==> config.mk <==
export PLATFORM = sky130hd
export DESIGN_NAME = key_stepper_flat
export DESIGN_NICKNAME = d
export VERILOG_FILES = /design/src/rtl/key_stepper_if.sv /design/src/rtl/key_stepper.sv /design/src/flat_wrapper.sv
export SDC_FILE = /design/constraint.sdc
export NUM_CORES = 1
export LEC_CHECK = 0
export CAP_MARGIN = 10
export CORE_MARGIN = 1.5
export CORE_UTILIZATION = 51
export DETAILED_ROUTE_END_ITERATION = 6
export HOLD_SLACK_MARGIN = 0.08
export PLACE_DENSITY = 0.84
export SETUP_SLACK_MARGIN = 0.4
export SLEW_MARGIN = 20
export SYNTH_ARGS = -nofsm -noshare
export SYNTH_HDL_FRONTEND = slang
export SYNTH_SLANG_ARGS = --single-unit
==> constraint.sdc <==
create_clock -name CLOCK_50 -period 2.9 [get_ports CLOCK_50]
set_clock_uncertainty 0.15 [all_clocks]
set_input_delay 0.58 -clock CLOCK_50 [delete_from_list [all_inputs] [get_ports CLOCK_50]]
set_output_delay 0.58 -clock CLOCK_50 [all_outputs]
set_load 0.02 [all_outputs]
==> src/rtl/key_stepper_if.sv <==
// -----------------------------------------------------------------------------
// key_stepper_if
//   Signal bundle between the single-step controller and its user.
//   The CPU/board side (master) drives the raw button and the run mode. It
//   receives the step strobe, the debounced key level and the strobe count.
//
//   key_n       : raw push-button, active-low, asynchronous, may bounce
//   run_en      : 1 = auto-run stepping, 0 = manual stepping from key_n
//   step        : single-cycle step strobe
//   key_pressed : debounced button level, 1 = held
//   step_count  : strobes issued since reset, wraps at 16 bits
// -----------------------------------------------------------------------------
interface key_stepper_if;
  logic        key_n;
  logic        run_en;
  logic        step;
  logic        key_pressed;
  logic [15:0] step_count;

  modport master (
    output key_n,
    output run_en,
    input  step,
    input  key_pressed,
    input  step_count
  );

  modport slave (
    input  key_n,
    input  run_en,
    output step,
    output key_pressed,
    output step_count
  );
endinterface

==> src/rtl/key_stepper.sv <==
// -----------------------------------------------------------------------------
// key_stepper
//   Single-step controller for a CPU on the board. A raw push-button is
//   synchronized and debounced. Each accepted press produces one step strobe
//   while in manual mode. In auto-run mode a free-running divider produces a
//   strobe every RUN_DIV cycles, and button presses only update key_pressed.
//
// Parameters
//   DB_CYCLES : stable samples needed to accept a level change on key_n
//   RUN_DIV   : clock cycles between auto-run strobes
//
// Ports
//   CLOCK_50 : system clock, all state changes on its rising edge
//   rst_n    : asynchronous, active-low reset (synchronized externally)
//   bus      : key_stepper_if.slave (key_n, run_en in; step, key_pressed,
//              step_count out). All outputs come straight from flops.
// -----------------------------------------------------------------------------
module key_stepper #(
  parameter int DB_CYCLES = 16,
  parameter int RUN_DIV   = 8
) (
  input  logic              CLOCK_50,
  input  logic              rst_n,
  key_stepper_if.slave      bus
);

  // The counter only ever reaches DB_CYCLES-1, but sizing it for DB_CYCLES
  // keeps it overflow-free even for DB_CYCLES = 1.
  localparam int CNT_W = $clog2(DB_CYCLES + 1);
  localparam int DIV_W = (RUN_DIV > 1) ? $clog2(RUN_DIV) : 1;

  localparam logic [CNT_W-1:0] DB_LAST  = CNT_W'(DB_CYCLES - 1);
  localparam logic [DIV_W-1:0] DIV_LAST = DIV_W'(RUN_DIV - 1);

  typedef enum logic [1:0] {
    RELEASED     = 2'd0,
    PRESS_WAIT   = 2'd1,
    PRESSED      = 2'd2,
    RELEASE_WAIT = 2'd3
  } db_state_t;

  // Synchronizer
  logic             key_meta_q, key_meta_d;
  logic             key_sync_q, key_sync_d;

  // Debounce FSM
  db_state_t        state_q, state_d;
  logic [CNT_W-1:0] db_cnt_q, db_cnt_d;
  logic             press_accept;

  // Strobe generation and outputs
  logic [DIV_W-1:0] div_q, div_d;
  logic             step_q, step_d;
  logic             key_pressed_q, key_pressed_d;
  logic [15:0]      step_count_q, step_count_d;

  logic             auto_fire;
  logic             manual_fire;

  // ---------------------------------------------------------------------------
  // Stage: two-flop synchronizer on the raw key
  // ---------------------------------------------------------------------------
  always_comb begin
    key_meta_d = bus.key_n;
    key_sync_d = key_meta_q;
  end

  // ---------------------------------------------------------------------------
  // Stage: debounce FSM, driven only by the synchronized key
  // ---------------------------------------------------------------------------
  always_comb begin
    state_d      = state_q;
    db_cnt_d     = db_cnt_q;
    press_accept = 1'b0;

    unique case (state_q)
      RELEASED: begin
        if (!key_sync_q) begin
          state_d  = PRESS_WAIT;
          db_cnt_d = '0;
        end
      end

      PRESS_WAIT: begin
        if (key_sync_q) begin
          // Bounce or glitch: abandon the press without a strobe.
          state_d  = RELEASED;
          db_cnt_d = '0;
        end else if (db_cnt_q == DB_LAST) begin
          state_d      = PRESSED;
          db_cnt_d     = '0;
          press_accept = 1'b1;
        end else begin
          db_cnt_d = db_cnt_q + CNT_W'(1);
        end
      end

      PRESSED: begin
        if (key_sync_q) begin
          state_d  = RELEASE_WAIT;
          db_cnt_d = '0;
        end
      end

      RELEASE_WAIT: begin
        if (!key_sync_q) begin
          // Release bounce: still held, no new press is generated.
          state_d  = PRESSED;
          db_cnt_d = '0;
        end else if (db_cnt_q == DB_LAST) begin
          state_d  = RELEASED;
          db_cnt_d = '0;
        end else begin
          db_cnt_d = db_cnt_q + CNT_W'(1);
        end
      end

      default: begin
        state_d  = RELEASED;
        db_cnt_d = '0;
      end
    endcase
  end

  // ---------------------------------------------------------------------------
  // Stage: auto-run divider, strobe select and output registers
  // ---------------------------------------------------------------------------
  always_comb begin
    // Divider parks at 0 in manual mode so the first auto strobe lands
    // exactly RUN_DIV cycles after run_en rises.
    if (!bus.run_en) begin
      div_d = '0;
    end else if (div_q == DIV_LAST) begin
      div_d = '0;
    end else begin
      div_d = div_q + DIV_W'(1);
    end

    auto_fire   = bus.run_en && (div_q == DIV_LAST);
    manual_fire = press_accept && !bus.run_en;

    // run_en picks exactly one source, so a mode change can never yield
    // two strobes in one cycle.
    step_d = bus.run_en ? auto_fire : manual_fire;

    // A manual strobe right after an auto strobe (run_en just dropped)
    // would give back-to-back strobes; suppress it. Only RUN_DIV = 1 is
    // allowed to strobe every cycle.
    if ((RUN_DIV != 1) && step_q) begin
      step_d = 1'b0;
    end

    // Registered from the next state, so key_pressed lines up with the
    // cycles the FSM spends in PRESSED / RELEASE_WAIT.
    key_pressed_d = (state_d == PRESSED) || (state_d == RELEASE_WAIT);

    step_count_d  = step_count_q + 16'(step_d);
  end

  always_ff @(posedge CLOCK_50 or negedge rst_n) begin
    if (!rst_n) begin
      key_meta_q    <= 1'b1;
      key_sync_q    <= 1'b1;
      state_q       <= RELEASED;
      db_cnt_q      <= '0;
      div_q         <= '0;
      step_q        <= 1'b0;
      key_pressed_q <= 1'b0;
      step_count_q  <= '0;
    end else begin
      key_meta_q    <= key_meta_d;
      key_sync_q    <= key_sync_d;
      state_q       <= state_d;
      db_cnt_q      <= db_cnt_d;
      div_q         <= div_d;
      step_q        <= step_d;
      key_pressed_q <= key_pressed_d;
      step_count_q  <= step_count_d;
    end
  end

  assign bus.step        = step_q;
  assign bus.key_pressed = key_pressed_q;
  assign bus.step_count  = step_count_q;

endmodule

==> src/flat_wrapper.sv <==
// flat-port wrapper written by rule: the top's interface ports become plain ports
module key_stepper_flat 
#(
  parameter int DB_CYCLES = 16,
  parameter int RUN_DIV   = 8
)
  (CLOCK_50, rst_n, bus_key_n, bus_run_en, bus_step, bus_key_pressed, bus_step_count);
  key_stepper_if bus_i ();
  input  logic CLOCK_50;
  input  logic rst_n;
  input wire logic [$bits(bus_i.key_n)-1:0] bus_key_n;
  input wire logic [$bits(bus_i.run_en)-1:0] bus_run_en;
  output wire logic [$bits(bus_i.step)-1:0] bus_step;
  output wire logic [$bits(bus_i.key_pressed)-1:0] bus_key_pressed;
  output wire logic [$bits(bus_i.step_count)-1:0] bus_step_count;
  assign bus_i.key_n = bus_key_n;
  assign bus_i.run_en = bus_run_en;
  assign bus_step = bus_i.step;
  assign bus_key_pressed = bus_i.key_pressed;
  assign bus_step_count = bus_i.step_count;
  key_stepper #(.DB_CYCLES(DB_CYCLES), .RUN_DIV(RUN_DIV)) u_core (.CLOCK_50(CLOCK_50), .rst_n(rst_n), .bus(bus_i));
endmodule
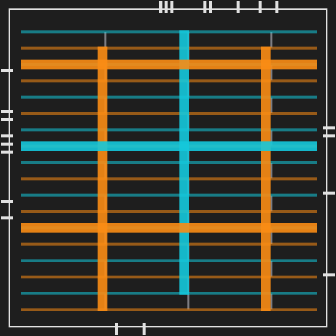
Figure 1: run 1, floorplan with the power grid.
Pins as bars on the die edge. Tap cells in grey.
- cyan: VDD
- orange: VSS
- signal pins: 22
- met4 straps: 3
Die X: 52.6 um
Chip Height: 52.6 um
Placeable Area: 2280 um2

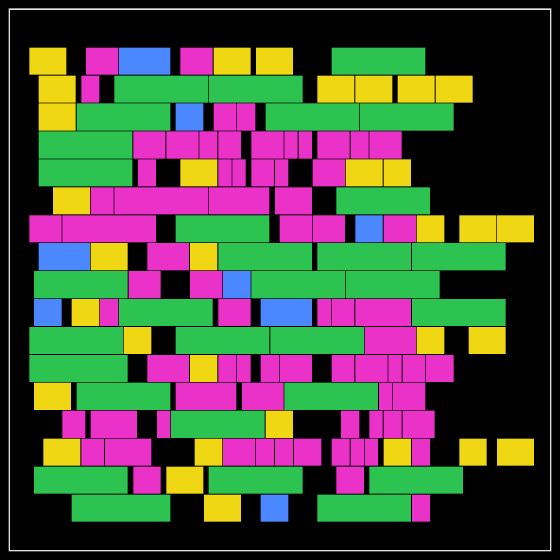
Figure 2: run 1, placement by cell class.
- yellow: other buffers and delay cells (cells 32; share of their area 17%)
- magenta: combinational and other logic (cells 73; share of their area 33%)
- green: flops (cells 30; share of their area 45%)
- blue: clock drivers and dummy loads (cells 8; share of their area 4.7%)

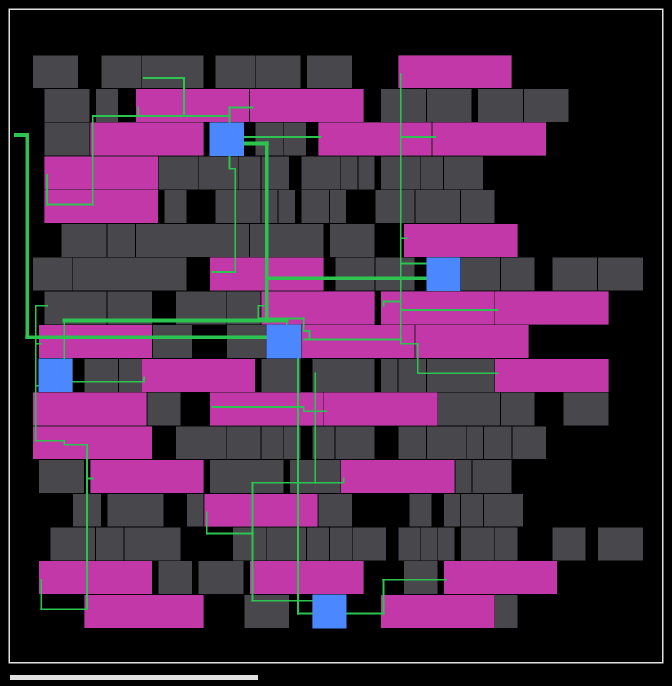
Figure 3: run 1, routed clock nets over the placement.
Scale bar: 20 um.
- green: clock wires (length 340 um)
- magenta: flip-flops (count 30)
- blue: clock drivers (count 5)
- routed clock nets: 6
- flops lie: widely spread

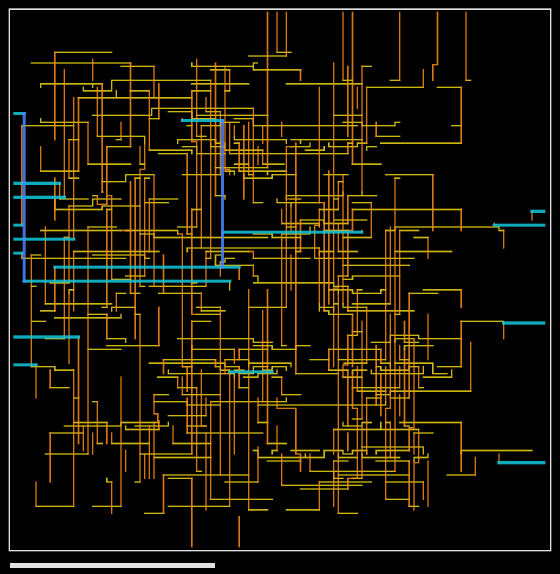
Figure 4: run 1, wiring by layer.
Scale bar: 20 um.
- orange: metal 2 (wire length 1,290 um)
- yellow: metal 1 (wire length 1,050 um)
- cyan: metal 3 (wire length 99.4 um)
- blue: metal 4 (wire length 30.6 um)
via count: 938
global-route usage over all layers: 21.4%
wire length per cell: 14.4 um
Routed WL: 2460 um

==> results.toml, run 1 <==
# yosys + openroad results
[run_status]
status = "finished, final reports clean"

[layout]
utilization_pct = 75.8
insertedDiodeCount = 0
clock_buffers = 8
multiInputCombCellCount = 72
flops = 30
regArea_um2 = 753
inverters = 1
area_growth_pct = 37.6
layoutNonFillerInstCount = 171
sh_seq_area_pct = 43.7
n_all_buffers = 32
comb_area_share_pct = 32.6
mostFrequentLayoutCell = "dfrtp_1"
clock_area_share_pct = 4.57
fin_nets = 151
largest_reg_flops = 16
comb_area_um2 = 562
buf_share_pct = 17.0
layout-drive-gt1-share_pct = 23.8
dominant-cell-class = "flip-flops and latches"
lay_top_cells = "dfrtp_1, clkdlybuf4s50_1, xnor2_1"
fillers = 136

[hold_path]
hold_path.class = "reg -> reg"
min_from = "u_core.key_meta_q$_DFF_PN1_"
min_delay_path_depth = 0
hold_end = "u_core.key_sync_q$_DFF_PN1_"

[worst_setup_path]
critPathLaunch = "u_core.db_cnt_q[1]$_DFFE_PN0P_"
path_cells = "ha_2 -> and4b_4 -> nand2_4 -> or4_4 -> a21oi_4 -> ha_4 -> ha_4 -> and2_4 -> nand3_2 -> xnor2_1"
cp-endpoint = "u_core.bus.step_count[8]$_DFF_PN0_"
path_depth = 10
r2r-end = "u_core.bus.step_count[8]$_DFF_PN0_"
worst-path-buf-inv = 0
arrival_ns = 2.55
worstPathRequired_ns = 2.96
r2r_start = "u_core.db_cnt_q[1]$_DFFE_PN0P_"
path_common_cell = "ha_4"
r2r_slack_ns = 0.42
crit_path_end_kind = "register"
slowest_delay_ns = 0.44
worstPathMaxFanout = 5
worstSetupPathType = "reg -> reg"
critPathTopFamily = "simple AND/OR/NAND/NOR gates"
ff2ff_path_depth = 10
slowest_stage = "or4_4"
critPathLaunchType = "register"

[global_route]
first_global_vias = 888
grtUsageMet2_pct = 35.6
grt_max_degree = 31
met1_usage_pct = 23.6
overflow = 0
grt-busiest-layer = "met2"
gr-usage-met3_pct = 7.71
antenna_found_initial = 0
grt_pass1_wl_um = 3990

[clocking]
cts_buffer_depth = 2
cts_buffers = 5
path_clk_slew_ns = 0.09
clk_latency_ns = 0.32
cts-root-buf = "clkbuf_4"
cts_resized = 6
cts_setup_buffers = 4
cts_max_level = 2
cts_tree = "built"
ctsHoldBuffers = 0
clock_sinks = 30

[synth]
synthMuxAreaShare_pct = 0
synth.avg_cell_area_um2 = 11.9
netlist_instances = 105
ys_cells = 105
yosys.area.top_type_share_pct = 55.9
adder_share_pct = 4.99
xor_area_share_pct = 12.6
ys_warn_count = 0
common_cells = "dfrtp_1, xnor2_1, nand2_1"
synth-seq-cells = 30
synth_cell_type_count = 24
synth-edff-count = 0
ys_area_um2 = 1250
ys_top_cells_by_area = "dfrtp_1, xnor2_1, ha_1"
synth_top_cell_by_count = "dfrtp_1"
syn_area_um2 = 1250
synthArstFlopShare_pct = 100
ys_sh_simple_pct = 16.9
synth.yosys.seq_area_share_pct = 60.1
synth-main-ff-cell = "dfrtp_1"
compound_area_share_pct = 4.59
top_area_cell = "dfrtp_1"
fp_nets = 114
top_logic_kind = "simple AND/OR/NAND/NOR gates"

[floorplanning]
rows = 17
initCoreUtil_pct = 55.1
taps = 28
dieArea_um2 = 2760
pin_count = 22

[power_and_ir_drop]
top_power_group = "registers"
net-switching-power_mw = 0.178
power_frac_comb_pct = 6.8
p_leak_nw = 0.786
seq-power_mw = 0.445
p_total_mw = 0.802
swShare_pct = 22.2
p_seq_share_pct = 55.5
internal-power_mw = 0.624
p_clk_share_pct = 37.7
p_clk_mw = 0.303
p_per_area_nw_per_um2 = 465
peakVddDrop_v = 0.000483
comb_power_mw = 0.0545

[sta]
max_slew_margin_pct = 71.3
fmax_ghz = 0.403
worst_pin_slew_ns = 0.428
post-route-period-util_pct = 85.6
final_max_slew_viol_count = 0
setup_tns_ns = 0
finalHoldViolations = 0
final-setup-viol-count = 0
rsz0062_at_grt = "true"
timing.final.ws_setup_ns = 0.419
min_period_ns = 2.48
hold_ws_ns = 0.214

[drt]
ant_nets = 0
drtIter0Drc = 11
dr.pass1.iters = 4
dr_wl_met2_um = 1290
top_layer = "met4"
wl_met3_um = 99
met1_length_um = 1050
viasPerCell = 5.49
drc = 0

[placed_design]
place.gp.congestion = 0.758
io_buffers = 21
dp_hpwl_um = 1620
place_ws_ns = 0.0429
dp.cells = 154
place_area_um2 = 1530

[job]
tool_warnings = 28
cap_violations = 0
## Run 2: what changed since run 1
Settings changed: CAP_MARGIN 10 to 20.
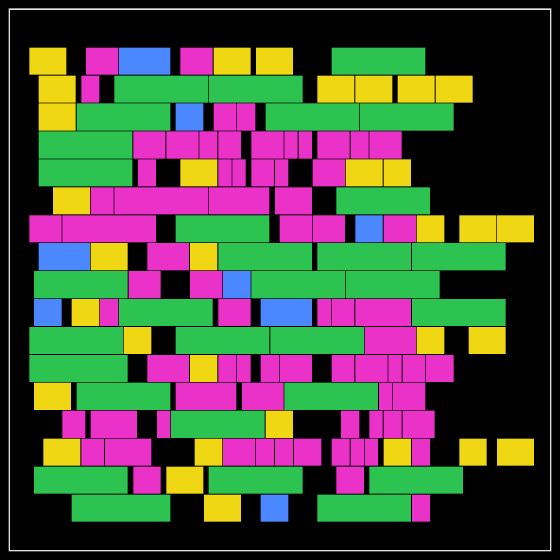
Figure 5: run 2, placement by cell class.
- blue: clock drivers and dummy loads (cells 8; share of their area 4.7%)
- yellow: other buffers and delay cells (cells 32; share of their area 17%)
- green: flops (cells 30; share of their area 45%)
- magenta: combinational and other logic (cells 73; share of their area 33%)

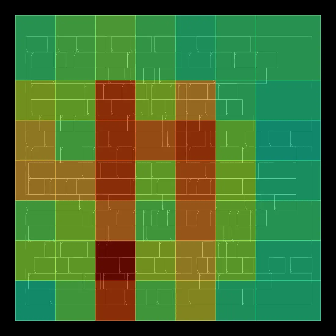
Figure 6: run 2, congestion heat map.
met3 Use GR: 7.71%
Layout Utilization: 75.8%
met2 global-route usage: 35.6%
global route hottest layer: met2

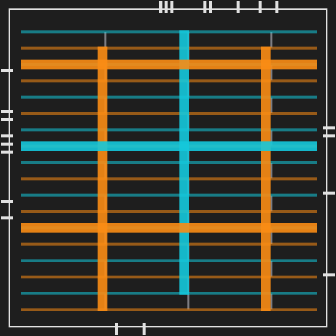
Figure 7: run 2, floorplan with the power grid.
Pins as bars on the die edge. Tap cells in grey.
- orange: VSS
- cyan: VDD
- tap cells: 28
- met4 straps: 3
- signal pins: 22
- rows: 17
maximum vdd drop: 0.000483 V

==> results.toml, run 2 <==
# yosys + openroad results
[synth]
ys_cells = 105
ys_top_cells_by_area = "dfrtp_1, xnor2_1, ha_1"
synth.avg_cell_area_um2 = 11.9
synth-edff-count = 0
adder_share_pct = 4.99
top_logic_kind = "simple AND/OR/NAND/NOR gates"
ys_sh_simple_pct = 16.9
ys_warn_count = 0
netlist_instances = 105
synth.yosys.seq_area_share_pct = 60.1
ys_area_um2 = 1250
synth-seq-cells = 30
common_cells = "dfrtp_1, xnor2_1, nand2_1"
synthArstFlopShare_pct = 100

[worst_setup_path]
cp-endpoint = "u_core.bus.step_count[8]$_DFF_PN0_"
critPathLaunchType = "register"
crit_path_end_kind = "register"
slowest_stage = "or4_4"
worstPathRequired_ns = 2.96
r2r-end = "u_core.bus.step_count[8]$_DFF_PN0_"
slowest_delay_ns = 0.44
critPathTopFamily = "simple AND/OR/NAND/NOR gates"
worst-path-buf-inv = 0
worstSetupPathType = "reg -> reg"
r2r_slack_ns = 0.42
worstPathMaxFanout = 5
path_cells = "ha_2 -> and4b_4 -> nand2_4 -> or4_4 -> a21oi_4 -> ha_4 -> ha_4 -> and2_4 -> nand3_2 -> xnor2_1"
arrival_ns = 2.55
r2r_start = "u_core.db_cnt_q[1]$_DFFE_PN0P_"
critPathLaunch = "u_core.db_cnt_q[1]$_DFFE_PN0P_"
ff2ff_path_depth = 10
path_common_cell = "ha_4"

[hold_path]
hold_end = "u_core.key_sync_q$_DFF_PN1_"
hold_path.class = "reg -> reg"
min_delay_path_depth = 0
min_from = "u_core.key_meta_q$_DFF_PN1_"

[drt]
dr.pass1.iters = 4
routedWlPerCell_um = 14.4
drc = 0
ant_nets = 0
wl_met3_um = 99
met1_length_um = 1050
top_layer = "met4"
dr_wl_met2_um = 1290
viasPerCell = 5.49
vias = 938
routed_wl_um = 2460

[floorplanning]
die_y_um = 52.6
pin_count = 22
initCoreUtil_pct = 55.1
chipWidth_um = 52.6
taps = 28
core-area_um2 = 2280

[layout]
layoutNonFillerInstCount = 171
flops = 30
multiInputCombCellCount = 72
comb_area_share_pct = 32.6
layout-drive-gt1-share_pct = 23.8
clock_area_share_pct = 4.57
largest_reg_flops = 16
mostFrequentLayoutCell = "dfrtp_1"
lay_top_cells = "dfrtp_1, clkdlybuf4s50_1, xnor2_1"
regArea_um2 = 753
fin_nets = 151
comb_area_um2 = 562
area_growth_pct = 37.6
n_all_buffers = 32
dominant-cell-class = "flip-flops and latches"

[clocking]
clk_latency_ns = 0.32
cts-root-buf = "clkbuf_4"
cts_tree = "built"
cts_buffer_depth = 2
clock_sinks = 30
path_clk_slew_ns = 0.09
cts_resized = 6
cts_buffers = 5
ctsHoldBuffers = 0
cts_setup_buffers = 4

[power_and_ir_drop]
p_leak_nw = 0.786
top_power_group = "registers"
p_clk_share_pct = 37.7
seq-power_mw = 0.445
comb_power_mw = 0.0545
p_seq_share_pct = 55.5
power_frac_comb_pct = 6.8
swShare_pct = 22.2

[sta]
setup_tns_ns = 0
timing.final.ws_setup_ns = 0.419
post-route-period-util_pct = 85.6
hold_ws_ns = 0.214
final-setup-viol-count = 0
final_max_slew_viol_count = 0
rsz0062_at_grt = "true"

[placed_design]
io_buffers = 21
place_area_um2 = 1530
dp_hpwl_um = 1620
place.gp.congestion = 0.758

[global_route]
grt_max_degree = 31
antenna_found_initial = 0
grt_pass1_wl_um = 3990
overflow = 0

[job]
tool_warnings = 28
cap_violations = 0

[run_status]
status = "finished, final reports clean"
Figure 8. Wiring by layer (run 2).
Scale bar: 20 um.
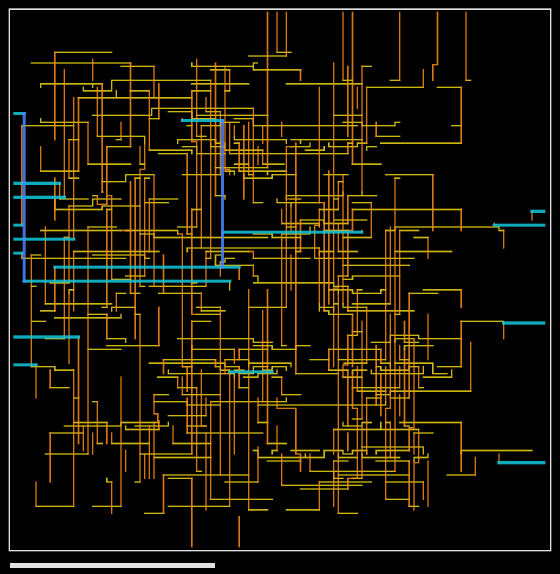

## Run 3: what changed since run 2
Settings changed: CELL_PAD_IN_SITES_DETAIL_PLACEMENT set to 1, CELL_PAD_IN_SITES_GLOBAL_PLACEMENT set to 1, CORE_UTILIZATION 51 to 40, PLACE_DENSITY 0.84 to 0.82.
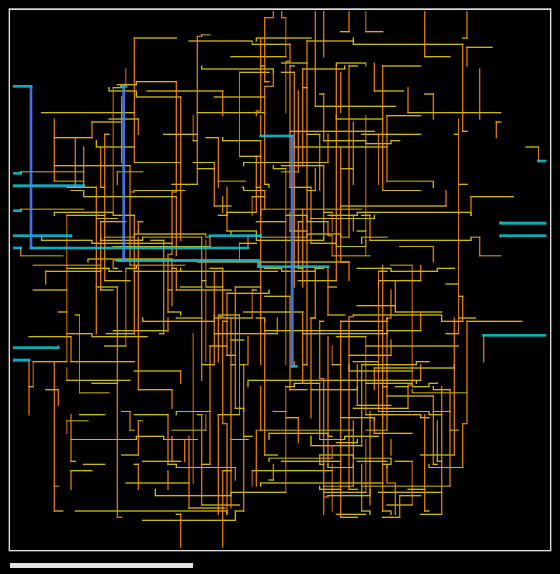
Figure 9: run 3, wiring by layer.
Scale bar: 20 um.
via count: 917
global-route usage over all layers: 19.1%
Routed WL: 2890 um
wire length per cell: 16.4 um

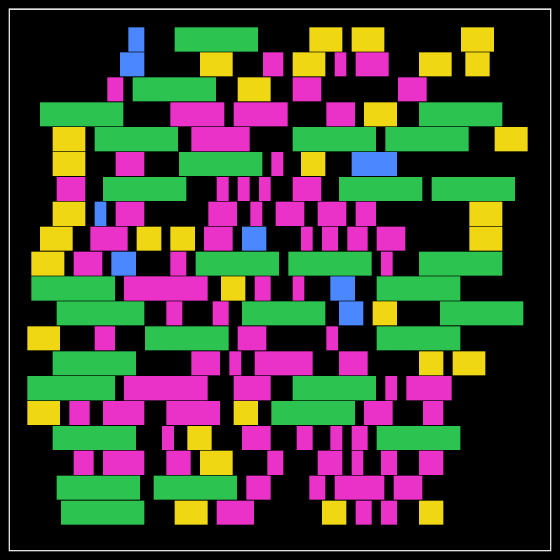
Figure 10: run 3, placement by cell class.
- magenta: combinational and other logic (cells 73; share of their area 35%)
- green: flops (cells 30; share of their area 44%)
- yellow: other buffers and delay cells (cells 32; share of their area 17%)
- blue: clock drivers and dummy loads (cells 8; share of their area 3.5%)

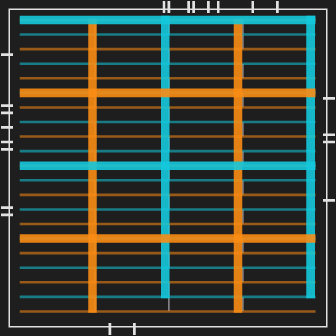
Figure 11: run 3, floorplan with the power grid.
Pins as bars on the die edge. Tap cells in grey.
- cyan: VDD
- orange: VSS
- met4 straps: 4
- rows: 20
- signal pins: 22
Chip Height: 59.0 um
maximum vdd drop: 0.000247 V
Placeable Area: 3000 um2
Die X: 59.0 um

==> results.toml, run 3 <==
# yosys + openroad results
[global_route]
grt_max_degree = 31
grtUsageMet2_pct = 31.1
grt_pass1_wl_um = 4890
first_global_vias = 1000
antenna_found_initial = 0
gr-usage-met3_pct = 5.24
grt-busiest-layer = "met2"
overflow = 0

[synth]
synth.yosys.seq_area_share_pct = 60.1
common_cells = "dfrtp_1, xnor2_1, nand2_1"
synthArstFlopShare_pct = 100
synth.avg_cell_area_um2 = 11.9
xor_area_share_pct = 12.6
synth-seq-cells = 30
synth_top_cell_by_count = "dfrtp_1"
ys_top_cells_by_area = "dfrtp_1, xnor2_1, ha_1"
ys_sh_simple_pct = 16.9
top_area_cell = "dfrtp_1"
yosys.area.top_type_share_pct = 55.9
ys_cells = 105
netlist_instances = 105
compound_area_share_pct = 4.59
ys_warn_count = 0
fp_nets = 114
ys_area_um2 = 1250
synth-edff-count = 0
synth-main-ff-cell = "dfrtp_1"
top_logic_kind = "simple AND/OR/NAND/NOR gates"
syn_area_um2 = 1250

[job]
tool_warnings = 29
cap_violations = 0

[drt]
drc = 0
met1_length_um = 1270
top_layer = "met4"
dr_wl_met2_um = 1470
ant_nets = 0
dr.pass1.iters = 3

[layout]
dominant-cell-class = "flip-flops and latches"
mostFrequentLayoutCell = "dfrtp_1"
clock_buffers = 7
flops = 30
largest_reg_flops = 16
area_growth_pct = 38.8
inverters = 1
fin_nets = 151
n_all_buffers = 32
clock_area_share_pct = 3.45
lay_top_cells = "dfrtp_1, clkdlybuf4s50_1, nand2_1, xnor2_1, buf_4"
fillers = 327
comb_area_um2 = 589
sh_seq_area_pct = 43.3
insertedDiodeCount = 0
utilization_pct = 58.0
layout-drive-gt1-share_pct = 23.8
regArea_um2 = 753
layoutNonFillerInstCount = 176

[worst_setup_path]
slowest_delay_ns = 0.44
critPathTopFamily = "simple AND/OR/NAND/NOR gates"
slowest_stage = "or4_4"
path_depth = 10
worstPathRequired_ns = 2.95
path_cells = "ha_2 -> and4b_4 -> nand2_4 -> or4_4 -> a21oi_4 -> ha_4 -> ha_4 -> and2_4 -> nand3_1 -> xnor2_1"
arrival_ns = 2.58
crit_path_end_kind = "register"
cp-endpoint = "u_core.bus.step_count[8]$_DFF_PN0_"
r2r-end = "u_core.bus.step_count[8]$_DFF_PN0_"
r2r_start = "u_core.db_cnt_q[1]$_DFFE_PN0P_"
r2r_slack_ns = 0.37
ff2ff_path_depth = 10
worstPathMaxFanout = 5

[sta]
min_period_ns = 2.53
fmax_ghz = 0.396
max_slew_margin_pct = 66.6
final_max_slew_viol_count = 0
setup_tns_ns = 0
hold_ws_ns = 0.214
finalHoldViolations = 0
worst_pin_slew_ns = 0.498
timing.final.ws_setup_ns = 0.375
post-route-period-util_pct = 87.1
final-setup-viol-count = 0

[hold_path]
hold_end = "u_core.key_sync_q$_DFF_PN1_"
min_from = "u_core.key_meta_q$_DFF_PN1_"
min_delay_path_depth = 0
hold_path.class = "reg -> reg"

[clocking]
clock_sinks = 30
cts_resized = 6
clk_latency_ns = 0.32
cts_buffer_depth = 2
cts_buffers = 5
cts-root-buf = "clkbuf_4"
cts_setup_buffers = 6
cts_max_level = 2
path_clk_slew_ns = 0.11

[power_and_ir_drop]
p_clk_mw = 0.256
power_frac_comb_pct = 6.9
p_total_mw = 0.753
net-switching-power_mw = 0.179
p_leak_nw = 0.781
top_power_group = "registers"
p_seq_share_pct = 59.1
seq-power_mw = 0.445
internal-power_mw = 0.574
comb_power_mw = 0.0520
swShare_pct = 23.8
p_clk_share_pct = 34.0
p_per_area_nw_per_um2 = 433

[placed_design]
io_buffers = 21
dp_hpwl_um = 1760
dp.cells = 159
place_area_um2 = 1530
place_ws_ns = 0.0460

[floorplanning]
rows = 20
dieArea_um2 = 3480
initCoreUtil_pct = 41.7
taps = 33
pin_count = 22

[run_status]
status = "finished, final reports clean"
